## config.mk

```make
export PLATFORM = sky130hd
export DESIGN_NAME = cordic_post_scale
export DESIGN_NICKNAME = d
export VERILOG_FILES = /design/src/rtl/cordic_post_scale_pkg.sv /design/src/rtl/cordic_fixmul.sv /design/src/rtl/cordic_post_scale.sv
export SDC_FILE = /design/constraint.sdc
export NUM_CORES = 1
export LEC_CHECK = 0
export CORE_ASPECT_RATIO = 1.4
export CORE_MARGIN = 4
export CORE_UTILIZATION = 50
export DETAILED_ROUTE_END_ITERATION = 10
export PLACE_DENSITY = 0.7
export SYNTH_ARGS = -nofsm -noshare
export SYNTH_HDL_FRONTEND = slang
export SYNTH_SLANG_ARGS = --single-unit
```

## constraint.sdc

```tcl
create_clock -name clk -period 2.5 [get_ports clk]
set_clock_uncertainty 0.15 [all_clocks]
set_input_delay 0.5 -clock clk [delete_from_list [all_inputs] [get_ports clk]]
set_output_delay 0.5 -clock clk [all_outputs]
set_load 0.005 [all_outputs]
```

## src/rtl/cordic_post_scale_pkg.sv

```systemverilog
// Shared types and constants for the CORDIC output conditioning stage:
// Q16.16 word and product types, the rounding constant, and the gain and
// radian-to-degree scale tables.
package cordic_post_scale_pkg;

    localparam int SIZE_DATA = 16;
    localparam int SIZE_FRAC = 16;
    localparam int FULL_SIZE = SIZE_DATA + SIZE_FRAC;

    // Number of CORDIC iterations covered by the gain table
    localparam int STAGES_K    = 16;
    localparam int K_INDEX_DEF = STAGES_K - 1;

    typedef logic signed [FULL_SIZE-1:0]   q_word_t;
    typedef logic signed [2*FULL_SIZE-1:0] q_prod_t;

    // Half an LSB of the result, added before the arithmetic shift
    localparam int ROUND_HALF = 1 << (SIZE_FRAC - 1);

    // Inverse cumulative CORDIC gain after iteration i, unsigned Q16.16
    localparam logic [FULL_SIZE-1:0] K_SCALED [STAGES_K] = '{
        32'h0000_B505, 32'h0000_A1E8, 32'h0000_9D13, 32'h0000_9BDC,
        32'h0000_9B8F, 32'h0000_9B7B, 32'h0000_9B77, 32'h0000_9B75,
        32'h0000_9B75, 32'h0000_9B75, 32'h0000_9B75, 32'h0000_9B75,
        32'h0000_9B75, 32'h0000_9B75, 32'h0000_9B75, 32'h0000_9B75
    };

    // 180/pi in unsigned Q16.16
    localparam logic [FULL_SIZE-1:0] T_SCALED = 32'h0039_4BB8;

endpackage

```

## src/rtl/cordic_fixmul.sv

```systemverilog
// Two-stage signed x unsigned-constant multiply: stage 1 registers the
// full-width product, stage 2 rounds half toward +inf, drops the fraction
// bits and saturates to the signed word range, flagging saturation.
module cordic_fixmul
    import cordic_post_scale_pkg::*;
#(
    parameter logic [FULL_SIZE-1:0] COEF = 32'h0001_0000
) (
    input  logic                 clk,
    input  logic                 reset_n,
    input  logic                 en,
    input  logic [FULL_SIZE-1:0] din,
    output logic [FULL_SIZE-1:0] dout,
    output logic                 sat
);

    // Limits of the signed word, expressed in the widened rounding domain
    localparam logic signed [2*FULL_SIZE:0] R_MAX =
        {{(FULL_SIZE+2){1'b0}}, {(FULL_SIZE-1){1'b1}}};
    localparam logic signed [2*FULL_SIZE:0] R_MIN =
        {{(FULL_SIZE+2){1'b1}}, {(FULL_SIZE-1){1'b0}}};
    localparam logic signed [2*FULL_SIZE:0] R_HALF = (2*FULL_SIZE+1)'(ROUND_HALF);

    q_prod_t                     prod_d, prod_q;
    logic [FULL_SIZE-1:0]        dout_d, dout_q;
    logic                        sat_d, sat_q;
    q_prod_t                     din_ext;
    q_prod_t                     coef_ext;
    logic signed [2*FULL_SIZE:0] rounded;

    // The constant carries a zero sign bit so it is always treated as positive;
    // the product magnitude stays below 2^63, so 64 bits hold it exactly.
    assign din_ext  = q_prod_t'($signed(din));
    assign coef_ext = q_prod_t'({1'b0, COEF});

    // Extra top bit keeps the rounding add from wrapping
    assign rounded = ($signed({prod_q[2*FULL_SIZE-1], prod_q}) + R_HALF) >>> SIZE_FRAC;

    // Next-state: product capture, then round and saturate, both gated by en
    always_comb begin
        prod_d = prod_q;
        dout_d = dout_q;
        sat_d  = sat_q;
        if (en) begin
            prod_d = din_ext * coef_ext;
            if (rounded > R_MAX) begin
                dout_d = {1'b0, {(FULL_SIZE-1){1'b1}}};
                sat_d  = 1'b1;
            end else if (rounded < R_MIN) begin
                dout_d = {1'b1, {(FULL_SIZE-1){1'b0}}};
                sat_d  = 1'b1;
            end else begin
                dout_d = rounded[FULL_SIZE-1:0];
                sat_d  = 1'b0;
            end
        end
    end

    // Pipeline registers, cleared asynchronously
    always_ff @(posedge clk or negedge reset_n) begin
        if (!reset_n) begin
            prod_q <= '0;
            dout_q <= '0;
            sat_q  <= 1'b0;
        end else begin
            prod_q <= prod_d;
            dout_q <= dout_d;
            sat_q  <= sat_d;
        end
    end

    assign dout = dout_q;
    assign sat  = sat_q;

endmodule

```

## src/rtl/cordic_post_scale.sv

```systemverilog
// CORDIC output conditioning: removes the CORDIC gain from the magnitude and
// optionally converts the angle from radians to degrees, through a 2-stage
// stallable valid/ready pipeline.
// Option macro: CORDIC_DEGREES_EN -- when defined the angle is scaled to
// degrees (and can saturate); otherwise it passes through with equal latency.
module cordic_post_scale
    import cordic_post_scale_pkg::*;
#(
    parameter int K_INDEX = K_INDEX_DEF
) (
    input  logic                 clk,
    input  logic                 reset_n,
    input  logic                 in_valid,
    output logic                 in_ready,
    input  logic [FULL_SIZE-1:0] in_x,
    input  logic [FULL_SIZE-1:0] in_z,
    output logic                 out_valid,
    input  logic                 out_ready,
    output logic [FULL_SIZE-1:0] out_mag,
    output logic [FULL_SIZE-1:0] out_angle,
    output logic                 out_sat
);

    logic en;
    logic v1_d, v1_q;
    logic v2_d, v2_q;
    logic mag_sat;

    // The whole pipeline moves together whenever the output slot is free or draining
    assign en       = !v2_q || out_ready;
    assign in_ready = en;

    // Valid bits advance with the pipeline; bubbles travel as v=0
    always_comb begin
        v1_d = v1_q;
        v2_d = v2_q;
        if (en) begin
            v1_d = in_valid;
            v2_d = v1_q;
        end
    end

    // Valid pipeline registers; reset discards any in-flight beat
    always_ff @(posedge clk or negedge reset_n) begin
        if (!reset_n) begin
            v1_q <= 1'b0;
            v2_q <= 1'b0;
        end else begin
            v1_q <= v1_d;
            v2_q <= v2_d;
        end
    end

    assign out_valid = v2_q;

    cordic_fixmul #(
        .COEF (K_SCALED[K_INDEX])
    ) u_mag (
        .clk     (clk),
        .reset_n (reset_n),
        .en      (en),
        .din     (in_x),
        .dout    (out_mag),
        .sat     (mag_sat)
    );

`ifdef CORDIC_DEGREES_EN
    logic ang_sat;

    cordic_fixmul #(
        .COEF (T_SCALED)
    ) u_ang (
        .clk     (clk),
        .reset_n (reset_n),
        .en      (en),
        .din     (in_z),
        .dout    (out_angle),
        .sat     (ang_sat)
    );

    assign out_sat = mag_sat | ang_sat;
`else
    logic [FULL_SIZE-1:0] z1_d, z1_q;
    logic [FULL_SIZE-1:0] z2_d, z2_q;

    // Radian angle delay line matching the multiplier latency
    always_comb begin
        z1_d = z1_q;
        z2_d = z2_q;
        if (en) begin
            z1_d = in_z;
            z2_d = z1_q;
        end
    end

    // Angle delay registers
    always_ff @(posedge clk or negedge reset_n) begin
        if (!reset_n) begin
            z1_q <= '0;
            z2_q <= '0;
        end else begin
            z1_q <= z1_d;
            z2_q <= z2_d;
        end
    end

    assign out_angle = z2_q;
    assign out_sat   = mag_sat;
`endif

endmodule

```

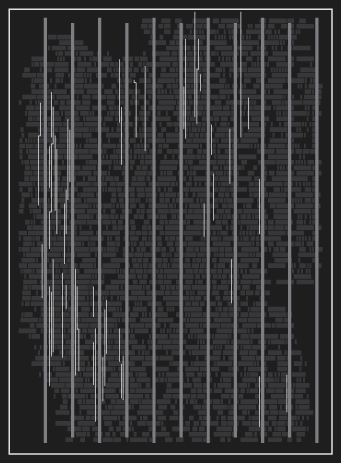
(run_1/layer_met4.png)
Drawn at 2 px/um. Supply wires on this layer in gray.
share of all routed wire	3.3%
wire length on this layer	1450 um
main direction	vertical
nets with wire on the layer	43
Routed WL: 43370 um
DR vias: 13100

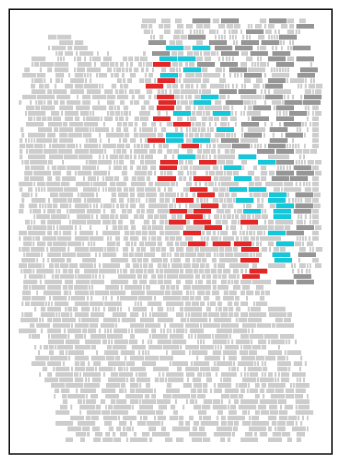
(run_1/flops_by_reg.png)
Drawn at 2 px/um.
netlist name	color	placed flops
`u_mag.dout`	cyan	32
`u_mag.prod_q`	red	34
not colored	67
sequential fraction of total cell area: 14.33%
FF/Latch Area: 3331 um^2
share of the core filled with cells: 71.96%

==> reports/notes.md, run 1 <==
According to the tapcell log, the count of inserted taps is 440. The run gives 33840 um as the detailed-placement wirelength estimate. The H-tree was split into 4 levels. The run gives 1033 um for the met3 layer wire length in the routed design. met3 track demand over resource after global routing is 2.027%. Detailed-route iteration 0 reported a violation count of 579.

At the floorplan stage, the core utilization is reported as 50.47%. The first global-routing pass estimated 69970 um of wire. For hold timing, the worst endpoint is v1_q. The layout report lists the clock-cell share of area as 2.740%. The post-placement setup slack was -4178 ps. With the number of antenna violations at the first check in global routing at 0, the post-synthesis share of cell area spent on full adders, half adders and majority gates is 46.57%.

The critical path launch point is in_x[11]. At the end of routability-driven placement, the weighted congestion stood at 0.9254.

The layout buffering overhead excluding clock cells came out at 17.92%. Cell area after layout: 23250 um^2. Ranked by instance count, the synthesized netlist is headed by inv_1 (389), nand2_1 (261), fa_1 (243). Warnings reported by Yosys during synthesis add up to 0. The arrival time of data at the worst endpoint is listed as 5880 ps.

For the post-synthesis cell area, the log shows 16300 um^2. Synthesis produced a netlist with a net count of 2243. Most frequent cell after synthesis: inv_1.

Setup repair after global routing could not meet its margin everywhere. Die width: 160.6 um. For this run, the slowest stage of the critical path takes 550 ps. The detailed router put a total of 17130 um of wire on met1.

For this run the aggregate overflow at the end of global routing stands at 0. The number of antenna diodes in the final layout is 0. On met2, the global router reports a usage of 45.41%.

The highest clock rate this design can be run at is 175.6 MHz. The logs give -3196 ps for the final worst-path setup slack and 2276 for the layout filler cell count. The clock passes through at most 2 buffers.

For this run, global-route usage on met1 was measured as 29.03%. Leaving out fill and tap cells, the most frequent cell in the layout is inv_1. For this run, the detailed router reports a per-instance via density of 5.000. The die covers 35600 um^2. The run gives 0 as the number of max-cap violations. By area the synthesized netlist is led by fa_1 (30%), dfrtp_1 (20%), ha_1 (17%). The run gives 1 for the total of hold buffers inserted after clock tree synthesis. Warnings raised by the tools during the run amount to 40. With the total cells reported by yosys after synthesis at 1714, the number of nets at the end of the flow is 2695. The most instantiated flip-flop cell in the synthesis netlist was dfrtp_1. For the final max-slew violation count, the log shows 0. The post-synthesis share of cell area spent on and-or and or-and gates is 8.764%. Summing the sequential cell areas from Yosys gives 20.41% of the chip area.

The kind of start point of the critical path was an input pin. On the critical path, the stage with the largest delay is an instance of fa_2. The tools report the type of element capturing the critical path as a flip-flop. The async set-or-reset flop fraction in the synthesized netlist is 100.0%. Of the total synthesized cell area, the portion taken by XOR and XNOR cells is 3.331%. TritonRoute reported its final design rule violation total as 0.

The non-filler instance count after layout is 2619. The class of the most critical hold timing path is flip-flop to flip-flop. The run gives 0 for the count of final hold-check violations. The final reports fail on setup timing.

The number of multi-input combinational cells in the layout is 1148. In this run the count of I/O pins placed on the die edge is 135. The multi-input combinational cells in the finished layout cover a total of 13100 um^2.

Synthesis produced 1714 cells. The count of endpoints failing setup in the final report came out at 38. At the worst endpoint, the required time is 2680 ps. The logs give 78 for the number of standard-cell rows in the floorplan and 80 for the pin count of the biggest net entering global routing.

Wire segments on met2 add up to 23750 um in the final route. The global router reports that the layer with the highest usage is met2. In this run, synthesis inferred 0 flip-flops with an integrated enable.

For the pin with the worst max-slew slack, the measured transition is 523.5 ps. The synthesis stat section lists a flop and latch total of 133. The post-synthesis cell type with the largest combined area was fa_1. For this sky-water flow run, the detailed-routed wirelength per cell is reported as 16.56 um. The logs give 0 ps for the worst setup slack for register-to-register paths and -98510 ps for the sum of negative setup slack. STA lists the endpoint of the worst register-to-register path as u_mag.dout[21].

The time the final worst path needs with I/O delays and setup was 5696 ps. The root buffer cell chosen for the clock tree is clkbuf_16. The critical path's most frequent cell is inv_2.

The instance area after placement is 20800 um^2, and the post-CTS setup-driven buffer insertion count is 55. Together, buffers and inverters on the worst path number 6. The flow ran to the end, but the final reports show violations.

Normalized max-slew margin: 64.94%. The fraction of cell area in multi-input combinational cells is reported as 56.34%. Of the combinational cells, the family taking the most area is adder cells. The capturing instance or port of the critical path is u_mag.prod_q[46]. The post-route netlist has 32.35% of its cells at a drive strength greater than 1. The average cell area after synthesis was 9.512 um^2. TritonCTS built the clock tree. The worst hold path passes through 2 cells. The run gives 0 as the count of nets left with antenna violations after detail routing.

The chip area line of the yosys report was 16300 um^2. Measured against the total synthesized area, the mux share comes to 0.1842%. The register with the most flip-flops in the layout has 34 of them. The netlist uses 63 different library cells. The tools report the detailed-router iteration count before antenna repair as 5.

For reference, simple AND, OR, NAND and NOR cells occupy 10.68% of the area reported after synthesis. In this run, post-CTS repair resized a total of 271 instances. CTS saw 133 sinks. Counting flops per register, the top entry is u_mag.prod_q.

The highest signal layer in the routed design was met4. With the count of buffers not belonging to the clock network in the layout at 477, the final worst hold slack is 307.3 ps.

The run gives 227.8% for the portion of the clock cycle consumed by the worst path in the final layout. The run gives 32300 um^2 for the core region area. Logic depth along the worst register-to-register path is recorded as 10. The run gives 221.7 um for the vertical die dimension. With the inverter tally of the final layout excluding the clock network at 389, the clock transition at the registers of the reported paths is 60 ps.

In the finished layout, the clock tree contains a buffer count of 22. By area, combinational gates come first. The cell sequence reported for the critical path is buf_2, buf_6, ha_4, inv_2, fa_1, fa_2, inv_2, fa_2, fa_1, inv_2, fa_1, inv_2, ha_4, and4_4, and2b_2, o21ai_4, a31oi_4, nand4_1, a2111oi_4, o21ai_1, mux2i_1, nor3b_1. The count of cell instances traversed by the critical path works out to 22. Yosys reports that the leading cell type by area covers 29.84% of the netlist area. The global-route total usage across every layer was 23.97%; the post-synthesis to final-layout area growth was 42.58%. After detailed placement, the design holds a cell count of 2502. The startpoint-to-endpoint class of the critical path is input pin to flip-flop. The cell type group with the largest total delay on the critical path was adder cells. The number of buffers inserted by port buffering is 134, and the peak fanout along the critical path is 4.

In the layout the commonest cells are inv_1 (327), buf_4 (282), nand2_1 (244), fa_1 (209), ha_1 (145). The tools report the via count of the first global-routing pass as 14290. STA lists the startpoint of the worst hold path as v1_q.
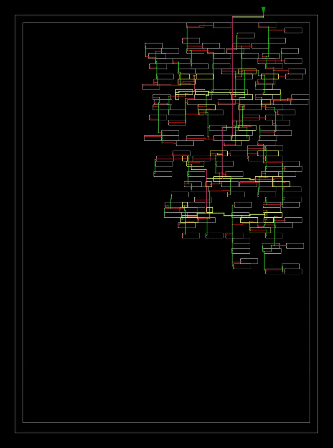
(run_1/clocks.png)
total CTS buffers: 17
Late-Pin Clk Latency: 410 ps

==> run 1 -> run 2 <==
--- a/config.mk
+++ b/config.mk
@@ -6,7 +6,6 @@
 export NUM_CORES = 1
 export LEC_CHECK = 0
 export CORE_ASPECT_RATIO = 1.4
-export CORE_MARGIN = 4
 export CORE_UTILIZATION = 50
 export DETAILED_ROUTE_END_ITERATION = 10
 export PLACE_DENSITY = 0.7
==> run 2 against run 1 <==
  * The run still ends with setup timing left
  * Count of clock-buffer cells in the layout is 4 lower
  * Critical path type unchanged
  * Wire length is 2.1% lower
==> reports/notes.md, run 2 <==
The non-filler instance count after layout came out at 2549 (was 2619). The post-synthesis to final-layout area growth is 39.67% (was 42.58%). Kind of start point of the critical path: an input pin (unchanged).

The logs give 410 ps (about the same) for the clock latency reported for the late side of the worst-skew pair and 0 (unchanged) for the number of antenna violations at the first check in global routing. The tools report the type of element capturing the critical path as a flip-flop (unchanged). The dominant kind of combinational cell was adder cells (unchanged). The core region area is 31790 um^2 (was 32300 um^2). The post-synthesis mux area share was 0.1842% (unchanged). The most instantiated flip-flop cell in the synthesis netlist is dfrtp_1 (unchanged). The chip area line of the yosys report is 16300 um^2 (unchanged).

The run gives 34 (was 38) for the count of endpoints failing setup in the final report. The capturing instance or port of the critical path was u_mag.prod_q[43] (was u_mag.prod_q[46]). The run gives 570 ps (was 550 ps) for the maximum single-stage delay on the critical path.

Setup repair after global routing could not meet its margin everywhere. Dominant kind of cell by area: combinational gates (unchanged). The die width is 154.6 um (was 160.6 um), and the number of standard-cell rows in the floorplan is 77 (was 78).

The portion of the clock cycle consumed by the worst path in the final layout is 229.3% (was 227.8%), and the number of enable flip-flop cells is 0 (unchanged). The cell type group with the largest total delay on the critical path is adder cells (unchanged). The routed wire length per instance works out to 16.66 um (was 16.56 um). Startpoint-to-endpoint class of the critical path: input pin to flip-flop (unchanged). The tools report the placer congestion estimate as 0.9252 (was 0.9254). Most used standard cells in the synthesized netlist: inv_1 (389), nand2_1 (261), fa_1 (243) (unchanged). The met1 track demand over resource came out at 31.41% (was 29.03%).

The run gives 133 (unchanged) for the total of flip-flops plus latches after synthesis. Count of final hold-check violations: 0 (unchanged). The met3 layer wire length in the routed design came out at 859 um (was 1033 um).

Met1 wire length: 17010 um (was 17130 um). The run gives -97590 ps (was -98510 ps) for the sum of negative setup slack. The run gives 33730 um (was 33840 um) for the detailed-placement wirelength estimate. The transition time at the pin with the least slew margin is 494.3 ps (was 523.5 ps). Final max-slew violation count: 0 (unchanged). The residual overflow from global routing is 0 (unchanged), and the area share of and/or/nand/nor cells after synthesis is 10.68% (unchanged). The number of buffers inserted during clock tree synthesis is 17 (unchanged). With the cell area after layout at 22770 um^2 (was 23250 um^2), the OpenROAD warning count is 40 (unchanged). The worst hold endpoint was out_angle[17] (was v1_q).

Most common logic cell in the routed design: inv_1 (unchanged). The run gives 66.90% (was 64.94%) as the normalized max-slew margin. The average cell area after synthesis came out at 9.512 um^2 (unchanged).

Number of flip-flops under the largest register name: 34 (unchanged). For the total of hold buffers inserted after clock tree synthesis, the log shows 1 (unchanged). Inverter tally of the final layout excluding the clock network: 389 (unchanged). The logs give 135 (unchanged) for the top-level port count and 16300 um^2 (unchanged) for the post-synthesis cell area.

The highest signal layer in the routed design is met4 (unchanged). The footprint of the flip-flops and latches came out at 3328 um^2 (was 3331 um^2). The slowest cell on the critical path is fa_2 (unchanged). Ordered cell list for the critical path: buf_2, buf_6, ha_1, inv_1, fa_2, inv_2, fa_1, fa_2, fa_1, inv_2, fa_1, inv_2, ha_4, a21oi_4, o21ai_2, a2111oi_4, a221o_2, a21oi_4, a21o_4, a211o_1, nor4b_2, a211oi_1 (was buf_2, buf_6, ha_4, inv_2, fa_1, fa_2, inv_2, fa_2, fa_1, inv_2, fa_1, inv_2, ha_4, and4_4, and2b_2, o21ai_4, a31oi_4, nand4_1, a2111oi_4, o21ai_1, mux2i_1, nor3b_1).

The logs give 2 (unchanged) for the maximum clock path buffer count and 5 (unchanged) for the detailed-router iteration count before antenna repair. The critical path launch point was in_x[13] (was in_x[11]). With the met3 demand-to-capacity share in global routing at 2.430% (was 2.027%), the remaining design rule violation count is 0 (unchanged). The class of the most critical hold timing path was flip-flop to flip-flop (unchanged). Top cells by area: fa_1 (30%), dfrtp_1 (20%), ha_1 (17%) (unchanged). Count of cell types in the netlist: 63 (unchanged). The tools report the total vias in the final route as 12980 (was 13100).

Most frequently placed logic cells in the final layout: inv_1 (336), buf_4 (271), nand2_1 (247), fa_1 (217), ha_1 (151) (was inv_1 (327), buf_4 (282), nand2_1 (244), fa_1 (209), ha_1 (145)). The data arrival time at the worst-slack endpoint is 5880 ps (about the same). The final worst-path setup slack is -3231 ps (was -3196 ps). Required arrival time at the worst endpoint: 2640 ps (was 2680 ps). The run finished, with violations left.

The detailed route wirelength on metal2 was 23200 um (was 23750 um). Clock transition at the registers of the reported paths: 60 ps (about the same). The time the final worst path needs with I/O delays and setup works out to 5731 ps (was 5696 ps). The tools report the startpoint of the most critical hold path as out_angle[17] (was v1_q). The pin count of the biggest net entering global routing was 77 (was 80). The post-synthesis cell type with the largest combined area was fa_1 (unchanged). For the overall routed net length, the log shows 42470 um (was 43370 um). The tools report the utilization after layout as 71.63% (was 71.96%). The number of cells traversed by the worst hold path is 2 (unchanged), and the total cells reported by yosys after synthesis is 1714 (unchanged). The placed cell count came out at 2455 (was 2502). The combinational gate area came out at 12970 um^2 (was 13100 um^2). With the instance area after placement at 20710 um^2 (was 20800 um^2), the number of standard cells after synthesis is 1714 (unchanged). The fraction of synthesized cell area taken by the top area cell type was 29.84% (unchanged).

The run gives 14.61% (was 14.33%) for the share of the final layout cell area in sequential cells. The number of well taps is 395 (was 440), and the post-detailed-route via-to-cell ratio is 5.091 (was 5.000). The run gives 4 (unchanged) for the peak fanout along the critical path. Worst reg2reg path depth: 9 (was 10).

The logs give 70740 um (was 69970 um) for the first-pass GRT wire length and 1148 (unchanged) for the number of multi-input combinational cells. The async set-or-reset flop fraction in the synthesized netlist is 100.0% (unchanged), and the part of the Yosys area used for sequential elements is 20.41% (unchanged). Number of max-cap violations: 0 (unchanged). Vertical die dimension: 215.7 um (was 221.7 um).

TritonCTS built the clock tree. The maximum clock frequency was 174.5 MHz (was 175.6 MHz); the worst setup slack for register-to-register paths was 160 ps (was 0 ps). Portion of the layout cell area used by clock cells: 2.500% (was 2.740%). The run gives 14470 (was 14290) as the via count of the first global-routing pass.

The run gives 33350 um^2 (was 35600 um^2) for the area of the die. The global-route total usage across every layer is 26.75% (was 23.97%), and the count of cell instances traversed by the critical path is 22 (unchanged). The run gives 2243 (unchanged) for the net count after synthesis.

The xor-xnor portion of the synthesized cell area came out at 3.331% (unchanged). With the core utilization before placement at 51.28% (was 50.47%), the post-CTS setup-driven buffer insertion count is 53 (was 55). The tools report the count of nets left with antenna violations after detail routing as 0 (unchanged). Violations in the final reports: setup timing (unchanged).

Layer carrying the most global-route usage: met2 (unchanged). The run gives 2672 (was 2695) as the number of nets at the end of the flow. The run gives -4091 ps (was -4178 ps) as the post-placement setup slack. With the maximum level of the CTS H-tree at 4 (unchanged), the layout buffering overhead excluding clock cells is 17.33% (was 17.92%).

The number of warnings issued by yosys is 0 (unchanged). Critical register-to-register path endpoint: u_mag.dout[18] (was u_mag.dout[21]). Proportion of layout cells with a drive suffix above 1: 30.04% (was 32.35%).

The layout filler cell count is 2307 (was 2276). Most frequent cell after synthesis: inv_1 (unchanged). The register with the highest flop count was u_mag.prod_q (unchanged).
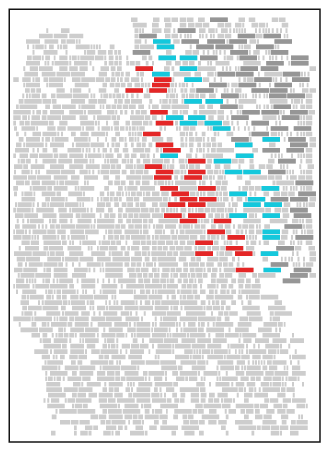
(run_2/flops_by_reg.png)
Drawn at 2 px/um.
netlist name	color	placed flops
`u_mag.prod_q`	red	34
`u_mag.dout`	cyan	32

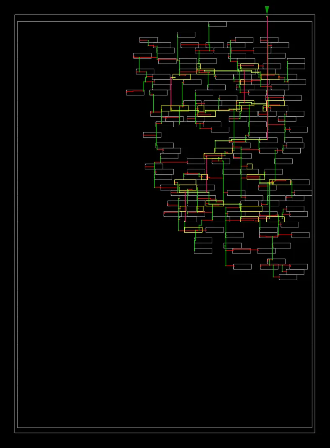
(run_2/clocks.png)
clkbuf count: 18
layout sequential cell count: 133
CTS Sinks: 133

==> run 2 -> run 3 <==
--- a/config.mk
+++ b/config.mk
@@ -8,7 +8,7 @@
 export CORE_ASPECT_RATIO = 1.4
 export CORE_UTILIZATION = 50
 export DETAILED_ROUTE_END_ITERATION = 10
-export PLACE_DENSITY = 0.7
+export PLACE_DENSITY = 0.73
 export SYNTH_ARGS = -nofsm -noshare
 export SYNTH_HDL_FRONTEND = slang
 export SYNTH_SLANG_ARGS = --single-unit
==> constraint.sdc (replaced) <==
create_clock -name clk -period 5 [get_ports clk]
set_clock_uncertainty 0.15 [all_clocks]
set_input_delay 0.5 -clock clk [delete_from_list [all_inputs] [get_ports clk]]
set_output_delay 0.5 -clock clk [all_outputs]
set_load 0.005 [all_outputs]
==> run 3 against run 2 <==
  * The run still ends with setup timing left
  * Synthesized area stayed put
  * Count of clock-buffer cells in the layout up 2
  * Hold slack hardly changed
  * Sequential share of layout area is 0.13 points higher
  * Critical path depth stayed put
  * Critical path type unchanged
==> reports/notes.md, run 3 <==
Capturing instance or port of the critical path: u_mag.prod_q[43] (unchanged). The most common logic cell in the routed design was inv_1 (unchanged). The logs give 23.86% (was 66.90%) for the normalized max-slew margin and 0 (unchanged) for the number of warnings issued by yosys. The run gives 29.84% (unchanged) for the fraction of synthesized cell area taken by the top area cell type. Most used standard cells in the synthesized netlist: inv_1 (389), nand2_1 (261), fa_1 (243) (unchanged). The net count after synthesis was 2243 (unchanged). Ordered cell list for the critical path: buf_8, buf_6, ha_4, inv_4, fa_1, inv_2, fa_1, fa_1, fa_1, inv_2, fa_1, inv_2, ha_4, a21oi_4, o21ai_2, a2111oi_4, a221o_2, a21oi_4, a21o_4, a211o_1, nor4b_2, a211oi_1 (was buf_2, buf_6, ha_1, inv_1, fa_2, inv_2, fa_1, fa_2, fa_1, inv_2, fa_1, inv_2, ha_4, a21oi_4, o21ai_2, a2111oi_4, a221o_2, a21oi_4, a21o_4, a211o_1, nor4b_2, a211oi_1). The tools report the critical register-to-register path endpoint as u_mag.dout[3] (was u_mag.dout[18]).

The post-synthesis share of cell area spent on and-or and or-and gates works out to 8.764% (unchanged). Type of element capturing the critical path: a flip-flop (unchanged). The library cell used as clock root buffer was clkbuf_16 (unchanged). The logs give 5 (unchanged) for the detailed-router iteration count before antenna repair and 1700 ps (was 160 ps) for the worst setup slack for register-to-register paths. With the post-synthesis share of cell area spent on full adders, half adders and majority gates at 46.57% (unchanged), the met2 layer usage reported by global route is 50.65% (was 50.63%). The instance area after placement is 20390 um^2 (was 20710 um^2). Area share of and/or/nand/nor cells after synthesis: 10.68% (unchanged). With the count of nets left with antenna violations after detail routing at 0 (unchanged), the post-synthesis to final-layout area growth is 38.48% (was 39.67%). The critical path launch point is in_x[10] (was in_x[13]).

The die width works out to 154.6 um (unchanged). The flow ran to the end, but the final reports show violations. The run gives 0 (unchanged) as the number of antenna cells inserted. Top cells by area: fa_1 (30%), dfrtp_1 (20%), ha_1 (17%) (unchanged).

The critical path's most frequent cell is fa_1. The overall routed net length is 42350 um (was 42470 um). The class of the most critical hold timing path is flip-flop to flip-flop (unchanged). The OpenROAD warning count was 40 (unchanged); the post-synthesis mux area share was 0.1842% (unchanged).

The number of enable flip-flop cells was 0 (unchanged); the maximum single-stage delay on the critical path was 540 ps (was 570 ps). The number of standard-cell rows in the floorplan came out at 77 (unchanged). The logs give 33030 um (was 33730 um) for the detailed-placement wirelength estimate and 0 (unchanged) for the residual overflow from global routing. Setup repair after global routing could not meet its margin everywhere. For the post-CTS setup-driven buffer insertion count, the log shows 45 (was 53). For the part of the Yosys area used for sequential elements, the log shows 20.41% (unchanged). The layout filler cell count was 2264 (was 2307).

The layout clock buffer count was 20 (was 18); the maximum clock path buffer count was 2 (unchanged). TritonCTS built the clock tree. The average cell area after synthesis is 9.512 um^2 (unchanged). With the total of flip-flops plus latches after synthesis at 133 (unchanged), the cell area after layout is 22580 um^2 (was 22770 um^2).

With the post-detailed-route via-to-cell ratio at 5.154 (was 5.091), the met1 wire length is 16690 um (was 17010 um). With the chip area line of the yosys report at 16300 um^2 (unchanged), the data arrival time at the worst-slack endpoint is 5870 ps (was 5880 ps). Kind of start point of the critical path: an input pin (unchanged). With the sum of negative setup slack at -13180 ps (was -97590 ps), the number of nets at the end of the flow is 2648 (was 2672). For the detailed route wirelength on metal2, the log shows 23080 um (was 23200 um).

In the finished design, the share of the clock period the worst path needs comes to 114.4%. The tools report the worst hold endpoint as out_angle[26] (was out_angle[17]). With the worst reg2reg path depth at 8 (was 9), the count of final hold-check violations is 0 (unchanged). The run gives 71.02% (was 71.63%) for the utilization after layout. The vertical die dimension was 215.7 um (unchanged); the number of flip-flops under the largest register name was 34 (unchanged). With the clock transition at the registers of the reported paths at 60 ps (about the same), the number of standard cells after synthesis is 1714 (unchanged).

The startpoint of the most critical hold path is out_angle[26] (was out_angle[17]). The share of the final layout cell area in sequential cells was 14.74% (was 14.61%). The tools report the via count of the first global-routing pass as 14250 (was 14470). The run gives 33350 um^2 (unchanged) for the area of the die. With the async set-or-reset flop fraction in the synthesized netlist at 100.0% (unchanged), the number of multi-input combinational cells is 1148 (unchanged). With the final worst-path setup slack at -721.6 ps (was -3231 ps), the number of well taps is 395 (unchanged). The sequential cell count of the final layout is 133 (unchanged).

The footprint of the flip-flops and latches is 3328 um^2 (unchanged), and the proportion of layout cells with a drive suffix above 1 is 28.75% (was 30.04%). For the number of buffers inserted during clock tree synthesis, the log shows 17 (unchanged). The highest signal layer in the routed design was met4 (unchanged). The run gives 5150 ps (was 2640 ps) for the required arrival time at the worst endpoint. With the count of cell instances traversed by the critical path at 22 (unchanged), the number of max-cap violations is 0 (unchanged). The tools report the total of cells resized after clock tree synthesis as 255 (was 266). The post-placement setup slack was -1568 ps (was -4091 ps); the pin count of the biggest net entering global routing was 95 (was 77).

The total cells reported by yosys after synthesis came out at 1714 (unchanged). Violations in the final reports: setup timing (unchanged). The run gives 12880 um^2 (was 12970 um^2) as the combinational gate area. The maximum level of the CTS H-tree is 4 (unchanged). The dominant kind of combinational cell was adder cells (unchanged). The number of antenna violations at the first check in global routing was 0 (unchanged); the first-pass GRT wire length was 69280 um (was 70740 um). The number of buffers inserted by port buffering is 134 (unchanged), and the placer congestion estimate is 0.9044 (was 0.9252).

The count of endpoints failing setup in the final report is 29 (was 34). The most frequent cell after synthesis was inv_1 (unchanged). Subtracting the final worst setup slack from the clock period gives 5722 ps. The cell type group with the largest total delay on the critical path is adder cells (unchanged). With the number of buffer and inverter instances along the worst setup path at 6 (unchanged), the non-filler instance count after layout is 2527 (was 2549). Post-synthesis cell area: 16300 um^2 (unchanged). The run gives 1106 um (was 859 um) as the met3 layer wire length in the routed design. The run gives 0 (unchanged) as the remaining design rule violation count. Slowest cell on the critical path: fa_1 (was fa_2).

The register with the highest flop count was u_mag.prod_q (unchanged). The peak fanout along the critical path was 3 (was 4). The portion of the layout cell area used by clock cells was 2.981% (was 2.500%). The tools report the final worst hold slack as 312.8 ps (was 312.4 ps). The layer carrying the most global-route usage was met2 (unchanged). Most frequently placed logic cells in the final layout: inv_1 (339), buf_4 (250), nand2_1 (245), fa_1 (218), ha_1 (151) (was inv_1 (336), buf_4 (271), nand2_1 (247), fa_1 (217), ha_1 (151)).

The startpoint-to-endpoint class of the critical path was input pin to flip-flop (unchanged).
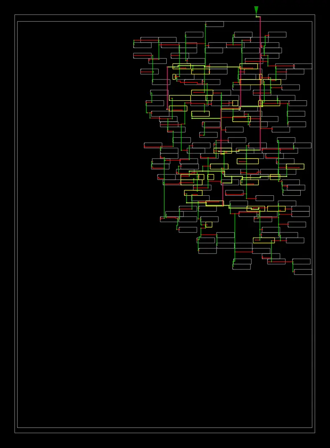
(run_3/clocks.png)
Late-Pin Clk Latency: 420 ps

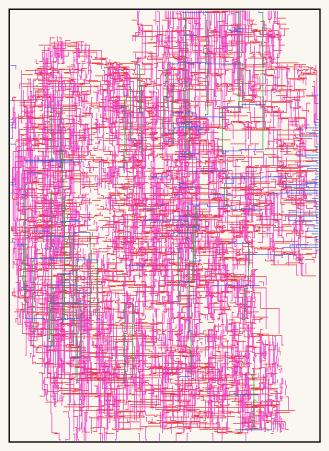
(run_3/wires.png)
Drawn at 2 px/um.
layer	color	wire length
metal 3	blue	1110 um
metal 2	magenta	23.1 mm
metal 4	green	1470 um
metal 1	red	16700 um

